`config.mk`:
```
export PLATFORM = sky130hd
export DESIGN_NAME = psum_row_collector
export DESIGN_NICKNAME = d
export VERILOG_FILES = /design/src/rtl/psum_row_collector.sv
export SDC_FILE = /design/constraint.sdc
export NUM_CORES = 1
export LEC_CHECK = 0
export ABC_AREA = 1
export CORE_MARGIN = 5
export CORE_UTILIZATION = 60
export CTS_CLUSTER_DIAMETER = 100
export DETAILED_ROUTE_END_ITERATION = 8
export GPL_TIMING_DRIVEN = 0
export HOLD_SLACK_MARGIN = 0.12
export PLACE_DENSITY = 0.86
export SYNTH_ARGS = -nofsm -noshare
export SYNTH_HDL_FRONTEND = slang
export SYNTH_SLANG_ARGS = --single-unit
```
`constraint.sdc`:
```
create_clock -name clk -period 6.34 [get_ports clk]
set_clock_uncertainty 0.05 [all_clocks]
set_input_delay 0.634 -clock clk [delete_from_list [all_inputs] [get_ports clk]]
set_output_delay 0.634 -clock clk [all_outputs]
set_load 0.005 [all_outputs]
```
`src/rtl/psum_row_collector.sv`:
```
// ============================================================================
// Module   : psum_row_collector
// Purpose  : Sums the psums of the active PE rows and queues the results in a
//            first-word fall-through output FIFO. Build with PSUM_SAT_EN
//            defined to clamp each sum to the signed DATA_WIDTH range.
// Revision : 1.0 - initial release
// ============================================================================
`default_nettype none

module psum_row_collector #(
  parameter int DATA_WIDTH = 16,
  parameter int NUM_ROW    = 4,
  parameter int ACC_WIDTH  = 32,
  parameter int FIFO_DEPTH = 8
) (
  input  logic                          clk,
  input  logic                          rst,
  input  logic                          start,
  input  logic [7:0]                    kernel_size,
  input  logic [15:0]                   num_out,
  input  logic [NUM_ROW*DATA_WIDTH-1:0] psum_in,
  input  logic [NUM_ROW-1:0]            psum_valid,
  output logic [NUM_ROW-1:0]            psum_ready,
  output logic [ACC_WIDTH-1:0]          out_data,
  output logic                          out_last,
  output logic                          out_valid,
  input  logic                          out_ready,
  output logic                          busy,
  output logic                          done
);

  typedef enum logic [1:0] {IDLE = 2'd0, COLLECT = 2'd1, DRAIN = 2'd2} state_t;

  localparam int PTR_W = $clog2(FIFO_DEPTH);

  state_t                  state, state_nxt;
  logic [NUM_ROW-1:0]      act, act_nxt, hold_full;
  logic [DATA_WIDTH-1:0]   hold_val [NUM_ROW];
  logic [15:0]             num_out_q, fire_cnt;
  logic [7:0]              ks_eff;
  logic                    all_full, fire, fire_last, done_nxt, pop;
  logic [ACC_WIDTH-1:0]    sum_full, push_data;
  logic [ACC_WIDTH:0]      mem [FIFO_DEPTH];
  logic [PTR_W:0]          wr_ptr, rd_ptr;
  logic                    fifo_empty, fifo_full;

  assign ks_eff = (kernel_size == 8'd0) ? 8'd1 : kernel_size;

  generate
    for (genvar r = 0; r < NUM_ROW; r++) begin : g_row
      assign act_nxt[r]    = (ks_eff > 8'(r));
      assign psum_ready[r] = (state == COLLECT) & act[r] & ~hold_full[r];

      always_ff @(posedge clk) begin
        if (rst) begin
          hold_full[r] <= 1'b0;
          hold_val[r]  <= '0;
        end else if (fire) begin
          hold_full[r] <= 1'b0;
        end else if (psum_valid[r] & psum_ready[r]) begin
          hold_full[r] <= 1'b1;
          hold_val[r]  <= psum_in[r*DATA_WIDTH +: DATA_WIDTH];
        end
      end
    end
  endgenerate

  assign all_full  = &(hold_full | ~act);
  assign fifo_empty = (wr_ptr == rd_ptr);
  assign fifo_full  = (wr_ptr[PTR_W] != rd_ptr[PTR_W]) &&
                      (wr_ptr[PTR_W-1:0] == rd_ptr[PTR_W-1:0]);
  assign fire      = (state == COLLECT) & all_full & ~fifo_full;
  assign fire_last = (fire_cnt == num_out_q - 16'd1);
  assign pop       = out_valid & out_ready;

  always_comb begin
    sum_full = '0;
    for (int r = 0; r < NUM_ROW; r++) begin
      if (act[r]) begin
        sum_full = sum_full +
          {{(ACC_WIDTH-DATA_WIDTH){hold_val[r][DATA_WIDTH-1]}}, hold_val[r]};
      end
    end
  end

`ifdef PSUM_SAT_EN
  localparam logic [ACC_WIDTH-1:0] SAT_MAX =
    {{(ACC_WIDTH-DATA_WIDTH+1){1'b0}}, {(DATA_WIDTH-1){1'b1}}};
  localparam logic [ACC_WIDTH-1:0] SAT_MIN =
    {{(ACC_WIDTH-DATA_WIDTH+1){1'b1}}, {(DATA_WIDTH-1){1'b0}}};

  always_comb begin
    push_data = sum_full;
    if ($signed(sum_full) > $signed(SAT_MAX))      push_data = SAT_MAX;
    else if ($signed(sum_full) < $signed(SAT_MIN)) push_data = SAT_MIN;
  end
`else
  assign push_data = sum_full;
`endif

  // Head is gated by empty so out_data/out_last read zero after reset.
  assign out_valid = ~fifo_empty;
  assign out_data  = fifo_empty ? '0 : mem[rd_ptr[PTR_W-1:0]][ACC_WIDTH-1:0];
  assign out_last  = ~fifo_empty & mem[rd_ptr[PTR_W-1:0]][ACC_WIDTH];

  always_ff @(posedge clk) begin
    if (rst) begin
      wr_ptr <= '0;
      rd_ptr <= '0;
    end else begin
      if (fire) begin
        mem[wr_ptr[PTR_W-1:0]] <= {fire_last, push_data};
        wr_ptr <= wr_ptr + (PTR_W+1)'(1);
      end
      if (pop) rd_ptr <= rd_ptr + (PTR_W+1)'(1);
    end
  end

  always_ff @(posedge clk) begin
    if (rst) begin
      state     <= IDLE;
      act       <= '0;
      num_out_q <= '0;
      fire_cnt  <= '0;
      done      <= 1'b0;
    end else begin
      state <= state_nxt;
      done  <= done_nxt;
      if (state == IDLE && start) begin
        act       <= act_nxt;
        num_out_q <= num_out;
        fire_cnt  <= '0;
      end else if (fire) begin
        fire_cnt <= fire_cnt + 16'd1;
      end
    end
  end

  always_comb begin
    state_nxt = state;
    done_nxt  = 1'b0;
    case (state)
      IDLE:    if (start) state_nxt = (num_out == 16'd0) ? DRAIN : COLLECT;
      COLLECT: if (fire && fire_last) state_nxt = DRAIN;
      DRAIN: begin
        if (fifo_empty) begin
          state_nxt = IDLE;
          done_nxt  = 1'b1;
        end
      end
      default: state_nxt = IDLE;
    endcase
  end

  assign busy = (state != IDLE);

endmodule

`default_nettype wire

```
### Metal 1, run 1

Bar = 50 um. Supply wires on this layer in gray.
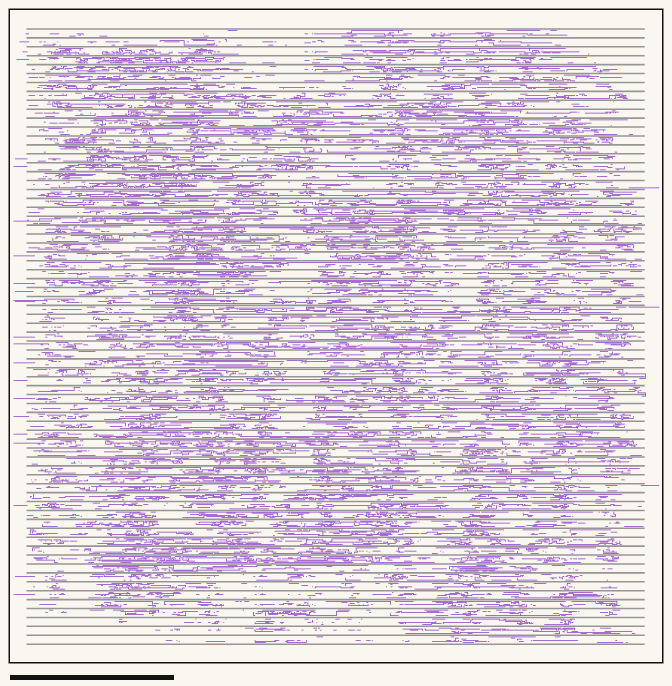
nets with wire on the layer: 2752
wire length on this layer: 23.0 mm
share of all routed wire: 38%

### Metal 2, run 1

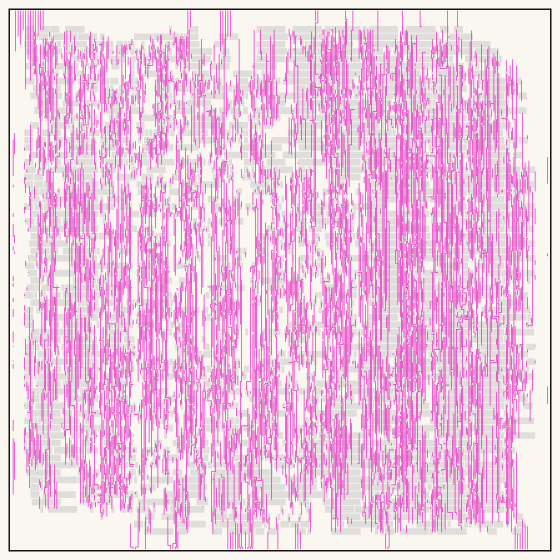
nets with wire on the layer: 2371
main direction: vertical

==> reports/qor.csv, run 1 <==
metric;value;unit
data required time of the critical path;6500;ps
category of the worst setup path launch point;register;
endpoints failing hold;0;
count of max-cap constraint violations;0;
Buf+Inv Stages, Crit Path;6;
root buffer cell;clkbuf_16;
number of stages on the worst setup path;34;
most numerous logic cell after layout;nand2_1;
worst setup slack after placement;-300;ps
Detailed Route WL;61100;um
clock input transition at the sequential cells of the worst setup and hold paths;60;ps
Synth top cell by count;nand2_1;
Crit. End Element;register;
end point of the critical path;mem[7][19];
CTS buffer count;39;
routed length on met2;31500;um
global routing met3 resource utilization;4.62;%
highest clock rate;169;MHz
fin. max-slew vios;0;
sum of internal, switching and leakage power;0.00803;W
reg2reg setup slack;410;ps
placed cell count;3112;
CTS H-tree depth;2;
least setup slack across all paths after layout;407;ps
Via-to-Cell Ratio;5.83;
Hold Path End;hold_full[3];
Initial Util;60.5;%
Setup Total Neg Slack;0;ps
detail-routed net length per standard cell;19.2;um
final period demand of the worst path;5930;ps
Worst setup startpoint;act[0];
Yosys cell types;52;
width of the die;199;um
OpenROAD warning count;28;
Yosys Chip Area;21400;sq um
hold path start;hold_full[3];
hold_ws;431;ps
clock latency reported for the late side of the worst-skew pair;530;ps
DPL Wire Length;46800;um
cell type with the largest total area;edfxtp_1;
GRT Resource Usage Total;30.5;%
flops out of synthesis;382;
Critical R2R Capture;mem[7][19];
number of instances on the worst hold path;2;
placed inst area;23600;sq um
Mean Syn Cell Area;8.59;sq um
count of boundary I/O pins;136;
global placement routability congestion;0.969;
hold crit path type;reg2reg;
CTS Sinks;382;
sequential-to-total area share from yosys stat;51.0;%
Met3 Wirelength;4410;um
Tightest Pin Transition;1280;ps
share of layout cells above drive strength 1;6.21;%
synthesized-area fraction occupied by and/or/nand/nor cells;22.3;%
highest signal layer in the routed design;met4;
maximum number of pins on one net before global-route repair;26;
DIE HEIGHT;199;um
most instantiated cells after synthesis;nand2_1, nor2_1, edfxtp_1, inv_1, o21ai_0;
Final Setup Violations;0;
instance tally after logic synthesis;2494;
antenna fix cells;0;
met2 routing resource usage after global routing;55.5;%
Port Buffers;135;
number of nets still failing antenna checks after routing;0;
number of cells upsized or downsized after cts;1;
total grt overflow;0;
final non-filler cell area;24900;sq um
total number of nets in the final design;2873;
Max VDD drop;0.280;mV
hold_buf cts;0;
met1 WL;23000;um
flip-flop count of the largest register after layout;264;
number of warnings reported in the yosys synthesis log;0;
MUX area fraction;0;%
number of cell instances after yosys synthesis;2494;
number of global-route vias before repair;18500;
Dominant combinational family;simple AND/OR/NAND/NOR gates;
core box area;35400;sq um
first-pass GRT wire length;95100;um
area of the mapped netlist;21400;sq um
xor and xnor fraction of the mapped netlist area;2.41;%
data arrival time of the critical path;6090;ps
Synth top area share;46.0;%
most numerous logic cells after layout;nand2_1, nor2_1, edfxtp_1, inv_1, o21ai_0;
result of the run;complete, no violations;
iteration-0 DRC count of the detailed router;1941;
post-detailed-route DRC marker count;0;
drt first pass iters;8;
length in cells of the worst reg-to-reg path;34;
clock tree from TritonCTS;done;
non-filler instance count after layout;3181;
Crit Reg-Reg Startpoint;act[0];
Static Leakage;10.3;nW
flip-flops with a built-in enable;328;
via total after detailed routing;18500;
maximum fanout count along the critical path;19;
largest delay contributor family on the critical path;simple AND/OR/NAND/NOR gates;
initial antenna violation count;0;
Global Route met1 Usage;36.3;%
chip area;39600;sq um
most utilized layer in the global route result;met2;
number of buffers inserted to repair setup after CTS;0;
critical path class;reg2reg;
fin util;70.4;%
Period Utilization, post-route;93.6;%
number of nets at floorplan;2676;
Most common cell on crit path;nand2_1;
share of synthesized cell area in full adder, half adder and majority cells;5.17;%
biggest area cells;edfxtp_1, nand2_1, nor2_1;
### Metal 3, run 1

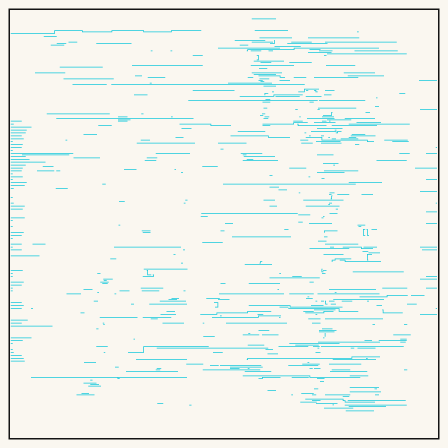
longest straight run: 89.7 um
share of all routed wire: 7.2%
main direction: horizontal

-- run 1: report_power, final --
part / internal [W] / switching, W
registers: 0.00296 / 0.0000453
clock network: 0.00126 / 0.000943
logic: 0.000944 / 0.00187
total: 0.00517 / 0.00286
-- run 1: worst reg2reg max path: cells and delay by family, from the launching register on --
kind            cells  cell delay (ps)
compound gates      6             1150
flops               1              320
fa+ha+maj           4             1330
simple gates       18             2150
buf+inv             6              580
-- run 1: final cells by class --
cell class | count | area (sq um) | area share [%]
Buffer | 84 | 340 | 1.37
Clock buffer | 49 | 1010 | 4.07
Clock inverter | 21 | 195 | 0.783
Inverter | 273 | 1020 | 4.11
Multi-Input combinational cell | 1754 | 9240 | 37.1
Sequential cell | 382 | 10900 | 43.9
Tap cell | 461 | 577 | 2.31
Timing Repair Buffer | 157 | 1600 | 6.44
==> run 2, diff against run 1 <==
--- a/config.mk
+++ b/config.mk
@@ -6,6 +6,7 @@
 export NUM_CORES = 1
 export LEC_CHECK = 0
 export ABC_AREA = 1
+export ABC_CLOCK_PERIOD_IN_PS = 6340
 export CORE_MARGIN = 5
 export CORE_UTILIZATION = 60
 export CTS_CLUSTER_DIAMETER = 100
@@ -13,6 +14,7 @@
 export GPL_TIMING_DRIVEN = 0
 export HOLD_SLACK_MARGIN = 0.12
 export PLACE_DENSITY = 0.86
+export SKIP_LAST_GASP = 1
 export SYNTH_ARGS = -nofsm -noshare
 export SYNTH_HDL_FRONTEND = slang
 export SYNTH_SLANG_ARGS = --single-unit
### Metal 3, run 2

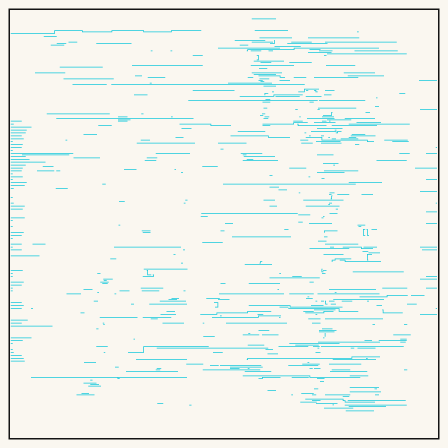
Detailed Route WL: 61100 um
via total after detailed routing: 18.5k
global routing met3 resource utilization: 4.62%

==> run 2 against run 1 <==
Register-to-register slack hardly changed. Utilization stayed put. Worst hold slack did not move. Global-route usage is the same. Combinational power hardly changed. Maximum frequency did not move. Critical path depth is the same. Area after synthesis did not move. Die size stayed put. Sequential share of layout area did not move. Critical path type unchanged. Critical endpoint unchanged. Largest power group unchanged.
==> reports/qor.csv, run 2 <==
metric;value;unit;change
result of the run;complete, no violations;;
Comb. pwr;0.00281;W;about the same
Crit Reg-Reg Startpoint;act[0];;
count of boundary I/O pins;136;;unchanged
clock tree from TritonCTS;done;;
critical path class;reg2reg;;
met1 WL;23000;um;unchanged
area used by sequential logic in the layout;10900;sq um;unchanged
Yosys cell types;52;;unchanged
clock network fraction of design power;27.4;%;about the same
flip-flop count of the largest register after layout;264;;unchanged
CTS H-tree depth;2;;unchanged
largest delay contributor family on the critical path;simple AND/OR/NAND/NOR gates;;
count of max-cap constraint violations;0;;unchanged
number of global-route vias before repair;18500;;unchanged
Buf+Inv Stages, Crit Path;6;;unchanged
proportion of power drawn by combinational gates;35.1;%;about the same
Static Leakage;10.3;nW;unchanged
remaining max-slew budget at the tightest pin;14.2;%;
maximum fanout count along the critical path;19;;unchanged
root buffer cell;clkbuf_16;;
Yosys Chip Area;21400;sq um;unchanged
detail-routed net length per standard cell;19.2;um;unchanged
clock input transition at the sequential cells of the worst setup and hold paths;60;ps;about the same
met2 routing resource usage after global routing;55.5;%;unchanged
Port Buffers;135;;unchanged
Initial Util;60.5;%;unchanged
biggest area cells;edfxtp_1, nand2_1, nor2_1;;
worst setup slack after placement;-300;ps;unchanged
least setup slack across all paths after layout;407;ps;unchanged
post-detailed-route DRC marker count;0;;unchanged
Inverters, non-clock;273;;unchanged
dominant power group;sequential cells;;
Seq/total area;43.9;%;unchanged
Rows;69;;
final non-filler cell area;24900;sq um;unchanged
core box area;35400;sq um;unchanged
number of warnings reported in the yosys synthesis log;0;;unchanged
most numerous logic cells after layout;nand2_1, nor2_1, edfxtp_1, inv_1, o21ai_0;;
fin util;70.4;%;unchanged
instance tally after logic synthesis;2494;;unchanged
buffer share of cell area;7.80;%;unchanged
width of the die;199;um;unchanged
fin. max-slew vios;0;;unchanged
total grt overflow;0;;unchanged
maximum count of clock buffers along a single path;3;;
Global Route met1 Usage;36.3;%;unchanged
data required time of the critical path;6500;ps;about the same
Setup Total Neg Slack;0;ps;unchanged
first-pass GRT wire length;95100;um;unchanged
number of cell instances after yosys synthesis;2494;;unchanged
Final Setup Violations;0;;unchanged
clock latency reported for the late side of the worst-skew pair;530;ps;about the same
mi-comb count;1754;;unchanged
cell internal pwr;0.00517;W;unchanged
endpoints failing hold;0;;unchanged
antenna fix cells;0;;unchanged
Tightest Pin Transition;1280;ps;unchanged
sequential-to-total area share from yosys stat;51.0;%;unchanged
synthesized-area fraction occupied by and/or/nand/nor cells;22.3;%;unchanged
Critical R2R Capture;mem[7][19];;
dominant kind of cell;sequential cells;;
area of the mapped netlist;21400;sq um;unchanged
iteration-0 DRC count of the detailed router;1941;;unchanged
number of nets at floorplan;2676;;unchanged
non-filler instance count after layout;3181;;unchanged
global placement routability congestion;0.969;;unchanged
net load switching power;0.00286;W;unchanged
Synth top area share;46.0;%;unchanged
sequential cells;382;;unchanged
Synth top cell by count;nand2_1;;
Met3 Wirelength;4410;um;unchanged
relative area of clock buffers and inverters in the final design;4.85;%;unchanged
DPL Wire Length;46800;um;unchanged
OpenROAD warning count;28;;unchanged
Hold Path End;hold_full[3];;
Crit. End Element;register;;
hold crit path type;reg2reg;;
Most common cell on crit path;nand2_1;;
number of nets still failing antenna checks after routing;0;;unchanged
initial antenna violation count;0;;unchanged
reg2reg setup slack;410;ps;about the same
CTS buffer count;39;;unchanged
placed inst area;23600;sq um;unchanged
proportion of cell area occupied by multi-input gates;37.1;%;unchanged
Via-to-Cell Ratio;5.83;;unchanged
share of synthesized cell area in full adder, half adder and majority cells;5.17;%;unchanged
number of buffers inserted to repair setup after CTS;0;;unchanged
placed cell count;3112;;unchanged
cell type with the largest total area;edfxtp_1;;
drt first pass iters;8;;unchanged
most utilized layer in the global route result;met2;;
xor and xnor fraction of the mapped netlist area;2.41;%;unchanged
fraction of power consumed by sequential logic;37.5;%;about the same
routed length on met2;31500;um;unchanged
hold path start;hold_full[3];;
chip area;39600;sq um;unchanged
total number of nets in the final design;2873;;unchanged
Period Utilization, post-route;93.6;%;unchanged
Max stage delay cell, worst path;fa_1;;
Dominant combinational family;simple AND/OR/NAND/NOR gates;;
share of layout cells above drive strength 1;6.21;%;unchanged
highest signal layer in the routed design;met4;;
GRT Resource Usage Total;30.5;%;unchanged
most instantiated cells after synthesis;nand2_1, nor2_1, edfxtp_1, inv_1, o21ai_0;;
number of instances on the worst hold path;2;;unchanged
reported clock group power;0.00220;W;about the same
sequential group power;0.00301;W;about the same
maximum number of pins on one net before global-route repair;26;;unchanged
combinational gate area;9240;sq um;unchanged
Max VDD drop;0.280;mV;unchanged
number of ordinary and repair buffers in the finished layout;241;;unchanged
number of tapcells;461;;unchanged
switching power as a share of total power;35.6;%;unchanged
length in cells of the worst reg-to-reg path;34;;unchanged
data arrival time of the critical path;6090;ps;about the same
category of the worst setup path launch point;register;;
flops out of synthesis;382;;unchanged
final period demand of the worst path;5930;ps;unchanged
CTS Sinks;382;;unchanged
Mean Syn Cell Area;8.59;sq um;unchanged
clock buffers;49;;unchanged
Layout fillers;2681;;
most numerous logic cell after layout;nand2_1;;
hold_ws;431;ps;unchanged
DIE HEIGHT;199;um;unchanged
sum of internal, switching and leakage power;0.00803;W;unchanged
MUX area fraction;0;%;unchanged
flip-flops with a built-in enable;328;;unchanged
highest clock rate;169;MHz;unchanged
==> run 2: cell counts after synthesis <==
Identical to the previous run, type by type.
==> run 2: worst min-delay path, cell delays in order, from the launching register on <==
cell	delay (ps)
dfxtp_1	300
inv_1	60
a21oi_1	60
==> run 2: worst max-delay path by stage <==
stage / depth (start not counted) / startpoint / slack (ps) / end
2_1_floorplan: 34 / act[0] / 1180 / mem[0][31]
3_3_place_gp: 4 / rst / -190 / mem[2][6]
3_5_place_dp: 34 / act[0] / -300 / mem[0][15]
4_1_cts: 35 / act[0] / 250 / mem[0][27]
5_1_grt: 38 / act[0] / -10 / mem[5][31]
6_report: 34 / act[0] / 410 / mem[7][19]
==> run 2: timing repair <==
action,4_1_cts,5_1_grt
setup endpoints to repair,88,120
resized,1,35
cloned,0,0
hold buffers,0,0
==> run 3, diff against run 2 <==
--- a/config.mk
+++ b/config.mk
@@ -5,7 +5,6 @@
 export SDC_FILE = /design/constraint.sdc
 export NUM_CORES = 1
 export LEC_CHECK = 0
-export ABC_AREA = 1
 export ABC_CLOCK_PERIOD_IN_PS = 6340
 export CORE_MARGIN = 5
 export CORE_UTILIZATION = 60
### Routing congestion, run 3

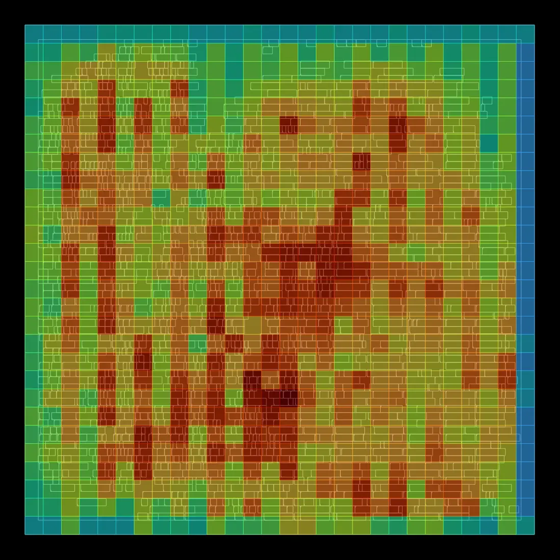
most utilized layer in the global route result: met2
GRT Resource Usage Total: 26.9%
detail-routed net length per standard cell: 22.4 um
Global Route met1 Usage: 34.8%
fin util: 73.9%

==> run 3 against run 2 <==
The flow now finishes with violations (setup timing). Non-clock buffer count increased by 31. Die size decreased by 5.6%. Design area decreased by 1.1%. Maximum frequency decreased by 19%. Via count decreased by 21%. Worst setup slack got worse by 1400 ps. Clock power about the same. First-iteration DRC count decreased by 23%. Register-to-register slack got worse by 1400 ps. Synthesized cell count decreased by 35%. Total power decreased by 19%. Highest routed layer unchanged.
==> reports/qor.csv, run 3 <==
metric;value;unit;change
failing checks;setup timing;;
maximum number of pins on one net before global-route repair;28;;+7.7%
Max stage delay cell, worst path;ha_1;;
Yosys Chip Area;20100;sq um;-5.9%
least setup slack across all paths after layout;-979;ps;-1390 ps
iteration-0 DRC count of the detailed router;1497;;-23%
number of nets still failing antenna checks after routing;0;;unchanged
CTS buffer count;40;;+2.6%
most instantiated cells after synthesis;edfxtp_1, nor2_1, nand2_1, a21oi_1, ha_1;;
maximum fanout count along the critical path;5;;-14
dominant kind of cell;sequential cells;;
DIE HEIGHT;193;um;-2.9%
endpoints failing hold;0;;unchanged
Initial Util;60.4;%;-0.13 points
most numerous logic cell after layout;edfxtp_1;;
Period Utilization, post-route;115;%;+22 points
hold_buf cts;0;;unchanged
antenna fix cells;0;;unchanged
drt first pass iters;5;;-3
Inverters, non-clock;44;;-84%
post-detailed-route DRC marker count;0;;unchanged
Rows;67;;-2.9%
net load switching power;0.00176;W;-39%
fin. max-slew vios;0;;unchanged
result of the run;complete, but fails checks;;
flops out of synthesis;382;;unchanged
number of global-route vias before repair;14900;;-20%
Worst setup startpoint;act[0];;
clock tree from TritonCTS;done;;
total number of nets in the final design;2057;;-28%
non-filler instance count after layout;2351;;-26%
global placement routability congestion;0.965;;-0.42%
Final Setup Violations;136;;+136
maximum count of clock buffers along a single path;3;;unchanged
placed inst area;22400;sq um;-5.2%
fraction of power consumed by sequential logic;44.7;%;+7.2 points
number of tapcells;448;;-2.8%
via total after detailed routing;14700;;-21%
end point of the critical path;mem[6][31];;
reg2reg setup slack;-980;ps;-1390 ps
category of the worst setup path launch point;register;;
first-pass GRT wire length;80700;um;-15%
sequential-to-total area share from yosys stat;54.3;%;+3.2 points
cell type with the largest total area;edfxtp_1;;
initial antenna violation count;0;;unchanged
number of cell instances after yosys synthesis;1628;;-35%
clock buffers;51;;+4.1%
highest clock rate;137;MHz;-19%
DPL Wire Length;35000;um;-25%
Static Leakage;8.97;nW;-13%
area used by sequential logic in the layout;10900;sq um;about the same
number of ordinary and repair buffers in the finished layout;272;;+13%
largest delay contributor family on the critical path;AND-OR/OR-AND gates;;
clock network fraction of design power;33.7;%;+6.3 points
most numerous logic cells after layout;edfxtp_1, clkdlybuf4s50_1, nor2_1, nand2_1, a21oi_1;;
Yosys cell types;79;;+52%
Max VDD drop;0.210;mV;-25%
count of boundary I/O pins;136;;unchanged
Synth top cell by count;edfxtp_1;;
Setup Total Neg Slack;-60680;ps;-60680 ps
Layout fillers;2118;;-21%
sequential group power;0.00290;W;-4%
Tightest Pin Transition;1230;ps;-48.2 ps
hold_ws;422;ps;-9.83 ps
clock input transition at the sequential cells of the worst setup and hold paths;60;ps;about the same
reported clock group power;0.00219;W;about the same
CTS H-tree depth;2;;unchanged
cell internal pwr;0.00473;W;-8.4%
Comb. pwr;0.00140;W;-50%
number of stages on the worst setup path;35;;+2.9%
CTS Sinks;382;;unchanged
## run 3: cell count changes after synthesis, moves of 66 or more
cell,change
inv_1,-221
and2_1,+66
nand2_1,-337
mux4_2,+66
nand3_1,-109
o21ai_0,-192
nor2_1,-252
## run 3: cell families (layout without fill, tap and decap cells)
logic type	Yosys count	in the layout	share of synthesized area (%)
compound gates	317	317	10.5
xor+xnor	108	108	4.70
fa+ha+maj	87	87	5.54
buf+inv	111	386	2.09
flops	382	382	54.3
mux	140	140	11.3
simple gates	483	483	11.7
## run 3: repair_timing
action,in CTS,in global routing
setup buffers,46,17
hold endpoints to repair,0,0
pin swaps,50,52
setup endpoints to repair,136,152
gates resized,57,58

==> layout pictures side by side <==
M4 wires.
Bar = 50 um. Supply wires on this layer in gray.
(a)
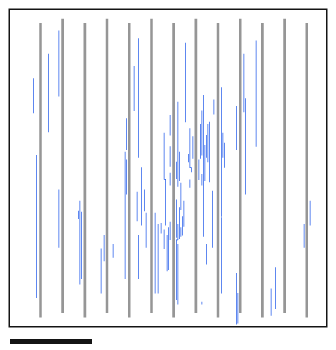
(b)
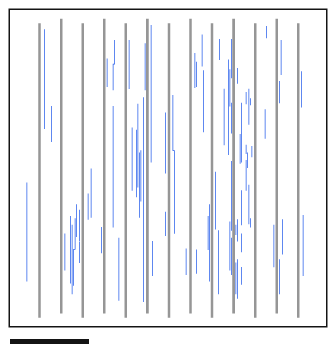
- (a) = run 3
- (b) = run 1

Key to (b):
share of all routed wire: 3.7%
longest straight run: 129 um
main direction: vertical

Power and IR drop assume default switching activity.
